## src/rtl/note_arbiter.sv

```systemverilog
// note_arbiter: debounces five note keys, picks a target with last-pressed priority,
// and sequences the tone generator through load / play / muted-gap phases.
module note_arbiter #(
  parameter int CLK_MHZ    = 100,
  parameter int N_KEYS     = 5,
  parameter int DB_CYCLES  = 1000000,
  parameter int GAP_CYCLES = 50000,
  parameter int HP_W       = 21
) (
  input  logic              clk,
  input  logic              rst_n,
  input  logic [N_KEYS-1:0] key_raw,
  input  logic              cfg_ready,
  output logic              cfg_valid,
  output logic [HP_W-1:0]   cfg_half_period,
  output logic              cfg_enable,
  output logic [2:0]        active_key,
  output logic [N_KEYS-1:0] active_onehot
);
  localparam int DB_W = $clog2(DB_CYCLES + 1);
  localparam int GAP_W = $clog2(GAP_CYCLES + 1);
  localparam logic [2:0] NONE = 3'd7;

  typedef enum logic [1:0] {IDLE, LOAD, PLAY, GAP} state_e;

  function automatic logic [HP_W-1:0] half_period(input logic [2:0] k);
    half_period = k == 3'd0 ? HP_W'(CLK_MHZ * 1911) :
                  k == 3'd1 ? HP_W'(CLK_MHZ * 1703) :
                  k == 3'd2 ? HP_W'(CLK_MHZ * 1517) :
                  k == 3'd3 ? HP_W'(CLK_MHZ * 1432) :
                  k == 3'd4 ? HP_W'(CLK_MHZ * 1276) : '0;
  endfunction

  function automatic logic [2:0] lowest(input logic [N_KEYS-1:0] v);
    lowest = NONE;
    for (int i = N_KEYS - 1; i >= 0; i--) if (v[i]) lowest = 3'(i);
  endfunction

  logic [N_KEYS-1:0] sync1_q, sync2_q, key_db_q, key_db_d, rise;
  logic [DB_W-1:0]   db_cnt_q [N_KEYS];
  logic [DB_W-1:0]   db_cnt_d [N_KEYS];
  logic [2:0]        target_q, target_d, play_key_q, play_key_d;
  logic [HP_W-1:0]   hp_q, hp_d;
  logic [GAP_W-1:0]  gap_cnt_q, gap_cnt_d;
  state_e            state_q, state_d;
  logic              tgt_valid, tgt_held;

  always_ff @(posedge clk or negedge rst_n) begin
    if (!rst_n) begin
      sync1_q    <= '0;
      sync2_q    <= '0;
      key_db_q   <= '0;
      for (int i = 0; i < N_KEYS; i++) db_cnt_q[i] <= '0;
      target_q   <= NONE;
      state_q    <= IDLE;
      play_key_q <= '0;
      hp_q       <= '0;
      gap_cnt_q  <= '0;
    end else begin
      sync1_q    <= key_raw;
      sync2_q    <= sync1_q;
      key_db_q   <= key_db_d;
      for (int i = 0; i < N_KEYS; i++) db_cnt_q[i] <= db_cnt_d[i];
      target_q   <= target_d;
      state_q    <= state_d;
      play_key_q <= play_key_d;
      hp_q       <= hp_d;
      gap_cnt_q  <= gap_cnt_d;
    end
  end

  always_comb begin
    key_db_d = key_db_q;
    for (int i = 0; i < N_KEYS; i++) begin
      db_cnt_d[i] = '0;
      if (sync2_q[i] != key_db_q[i]) begin
        if (db_cnt_q[i] == DB_W'(DB_CYCLES - 1)) key_db_d[i] = sync2_q[i];
        else db_cnt_d[i] = db_cnt_q[i] + DB_W'(1);
      end
    end
  end

  // A fresh press always wins; losing the target falls back to the lowest key still held.
  assign rise      = key_db_d & ~key_db_q;
  assign tgt_valid = target_q != NONE;
  assign tgt_held  = |(key_db_d & (N_KEYS'(1) << target_q));
  assign target_d  = |rise ? lowest(rise) :
                     (tgt_valid && !tgt_held) ? lowest(key_db_d) : target_q;

  always_comb begin
    state_d    = state_q;
    play_key_d = play_key_q;
    hp_d       = hp_q;
    gap_cnt_d  = gap_cnt_q;
    case (state_q)
      IDLE: if (tgt_valid) begin
        state_d    = LOAD;
        play_key_d = target_q;
        hp_d       = half_period(target_q);
      end
      LOAD: if (cfg_ready) state_d = PLAY;
      PLAY: if (target_q != play_key_q) begin
        state_d   = GAP;
        gap_cnt_d = '0;
      end
      GAP: begin
        gap_cnt_d = gap_cnt_q + GAP_W'(1);
        if (gap_cnt_q == GAP_W'(GAP_CYCLES - 1)) begin
          state_d    = tgt_valid ? LOAD : IDLE;
          play_key_d = tgt_valid ? target_q : play_key_q;
          hp_d       = tgt_valid ? half_period(target_q) : hp_q;
        end
      end
    endcase
  end

  assign cfg_valid       = state_q == LOAD;
  assign cfg_enable      = state_q == PLAY;
  assign cfg_half_period = hp_q;
  assign active_key      = cfg_enable ? play_key_q : NONE;
  assign active_onehot   = cfg_enable ? N_KEYS'(1) << play_key_q : '0;
endmodule

```

## config.mk

```make
export PLATFORM = sky130hd
export DESIGN_NAME = note_arbiter
export DESIGN_NICKNAME = d
export VERILOG_FILES = /design/src/rtl/note_arbiter.sv
export SDC_FILE = /design/constraint.sdc
export NUM_CORES = 1
export LEC_CHECK = 0
export CORE_ASPECT_RATIO = 1.25
export CORE_MARGIN = 3
export CORE_UTILIZATION = 39
export CTS_BUF_LIST = sky130_fd_sc_hd__clkbuf_4
export DETAILED_ROUTE_END_ITERATION = 10
export PLACE_DENSITY = 0.61
export SYNTH_ARGS = -nofsm -noshare
export SYNTH_HDL_FRONTEND = slang
export SYNTH_SLANG_ARGS = --single-unit
```

## constraint.sdc

```tcl
create_clock -name clk -period 3.8 [get_ports clk]
set_input_delay 0.76 -clock clk [delete_from_list [all_inputs] [get_ports clk]]
set_output_delay 0.76 -clock clk [all_outputs]
set_load 0.005 [all_outputs]
```

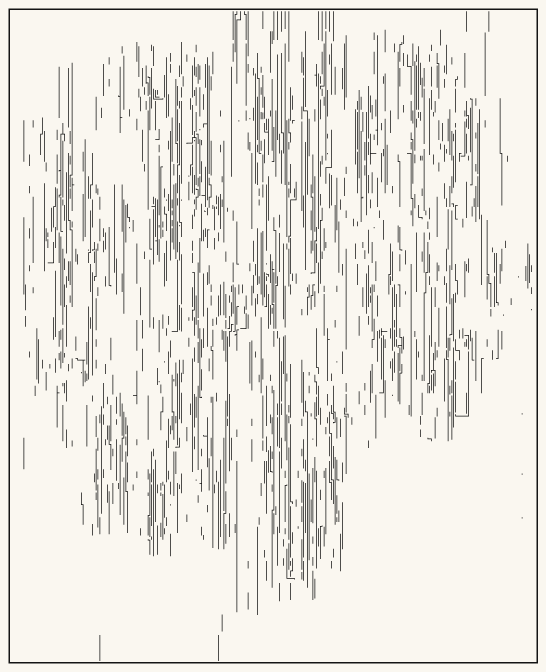
**Above:** M2 wires.
nets with wire on the layer: 653
longest straight run: 43.6 um
share of all routed wire: 49%
via count: 5469
Routed WL: 14600 um
grt met2 use: 24.1%

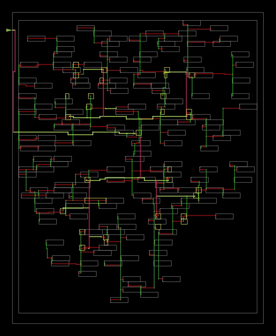
**Above:** clock wiring as the flow saved it.
flop count: 153
clock latency on the worst-skew pair: 0.57 ns
Sink Count: 153
Clk power: 0.905 mW

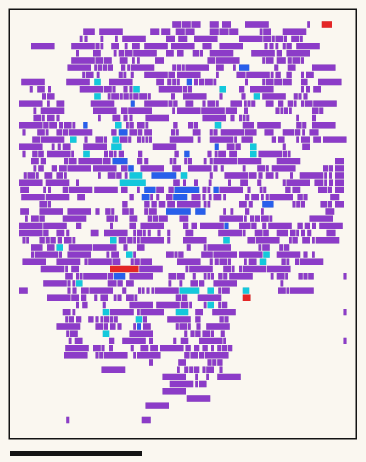
**Above:** cell sizes after repair.
Bar = 50 um.
[drive 1 or less] purple | cells: 772 | share: 93% | most used: dfrtp_1
[drive 2] blue | cells: 21 | share: 2.5% | most used: clkinv_2
[drive 3 to 4] cyan | cells: 31 | share: 3.7% | most used: clkbuf_4
[drive 6 and up] red | cells: 3 | share: 0.36%

==> metrics.yaml <==
worstSetupStartpoint: "state_q[0]"
io_pins: 39
diodes: 2
cellInternalPower_mw: 1.99
cts_resized: 0
gr-max-usage-layer: "met2"
grt.overflow.total: 0
well_tap_count: 232
post_cts_buffers: 0
whs_ns: 0.252
fmax_mhz: 324
finalSetupTns_ns: 0
finalCritPeriodShare_pct: 81.3
post_dp_cell_area_sq_um: 8100
crit_path_end: "active_onehot[4]"
tool_warnings: 32
gr-usage-met3_pct: 3.75
slew_headroom_pct: 34.2
multi_input_comb_cells: 582
ff_type: "dfrtp_1"
synth-edff-count: 0
maxCapViolations: 0
dp_cells: 1028
period_needed_ns: 3.09
sh_comb_area_pct: 42.3
crit_family: "buffers and inverters"
globalRouteMet1Util_pct: 19.3
async_flop_share_pct: 100
grt_max_degree: 108
worst_pin_slew_ns: 0.988
crit_buf_inv: 2
r2r_end: "target_q[0]"
finalPower_mw: 2.66
p_seq_share_pct: 62.7
r2r_cells: 7
rows: 56
topCellsByArea: "dfrtp_1 (50%), nor2_1 (6.5%), xor2_1 (5.9%)"
top_cells_by_count: "dfrtp_1 (150), nor2_1 (131), nand2_1 (73), xor2_1 (51)"
nClkBuffers: 18
place.gp.congestion: 0.782
pwr_density_cell_nw_per_um2: 318
ys_seq_share_pct: 50.5
die_h_um: 162
ys.warnings.count: 0
syn_area_sq_um: 7580
ys.flops: 153
status: "complete, no violations"
lay_top_count: "dfrtp_1"
area_growth_pct: 10.1
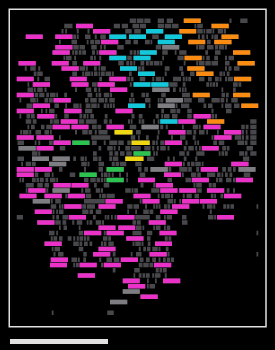
**Above:** register map, names as in the netlist.
Bar = 50 um.
[cfg_half_period] cyan | flops: 14 | where: top middle
[gap_cnt_q] orange | flops: 16 | where: top right
[target_q] yellow | flops: 3
[db_cnt_q] magenta | flops: 100 | where: widely spread
[key_db_q] green | flops: 5 | where: middle
not coloured: 15
register fraction of the total cell area: 45.9%
Util after Layout: 44.1%
FF+latch area: 3830 sq um
power of the sequential group: 1.66 mW

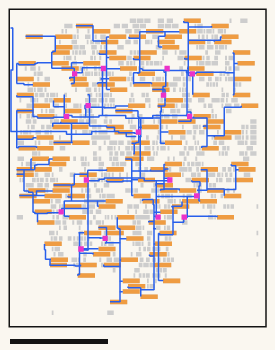
**Above:** clock network drawn from the DEF.
Bar = 50 um.
[flip-flops] orange | count: 153
[clock wires] blue | length: 1950 um
[cells driving clock nets] magenta | count: 17
routed clock nets: 18
flops lie: widely spread
clock power share: 34.1%
Max Clock Skew: 0.0164 ns

## cells by family (layout without fill, tap and decap cells)
kind of cell               count (synthesis)  after routing  share of synthesized area, %
and+or+nand+nor                          370            370                          24.3
DFF                                      153            153                          50.5
AOI/OAI and AO/OA                         96             96                          8.58
xor gates and xnor gates                  95             95                          11.0
buffers and inverters                     50             92                          3.07
adders and majority gates                 11             11                          1.82
muxes                                      5              5                         0.693
other                                      1              7                        0.0495
## state kept, by name, indices dropped and copies added, names as in the netlist
register / flops
cfg_half_period: 14
db_cnt_q: 100
gap_cnt_q: 16
key_db_q: 5
play_key_q: 3
state_q: 2
sync1_q: 5
sync2_q: 5
target_q: 3
Power is estimated from default activity; no workload was simulated.
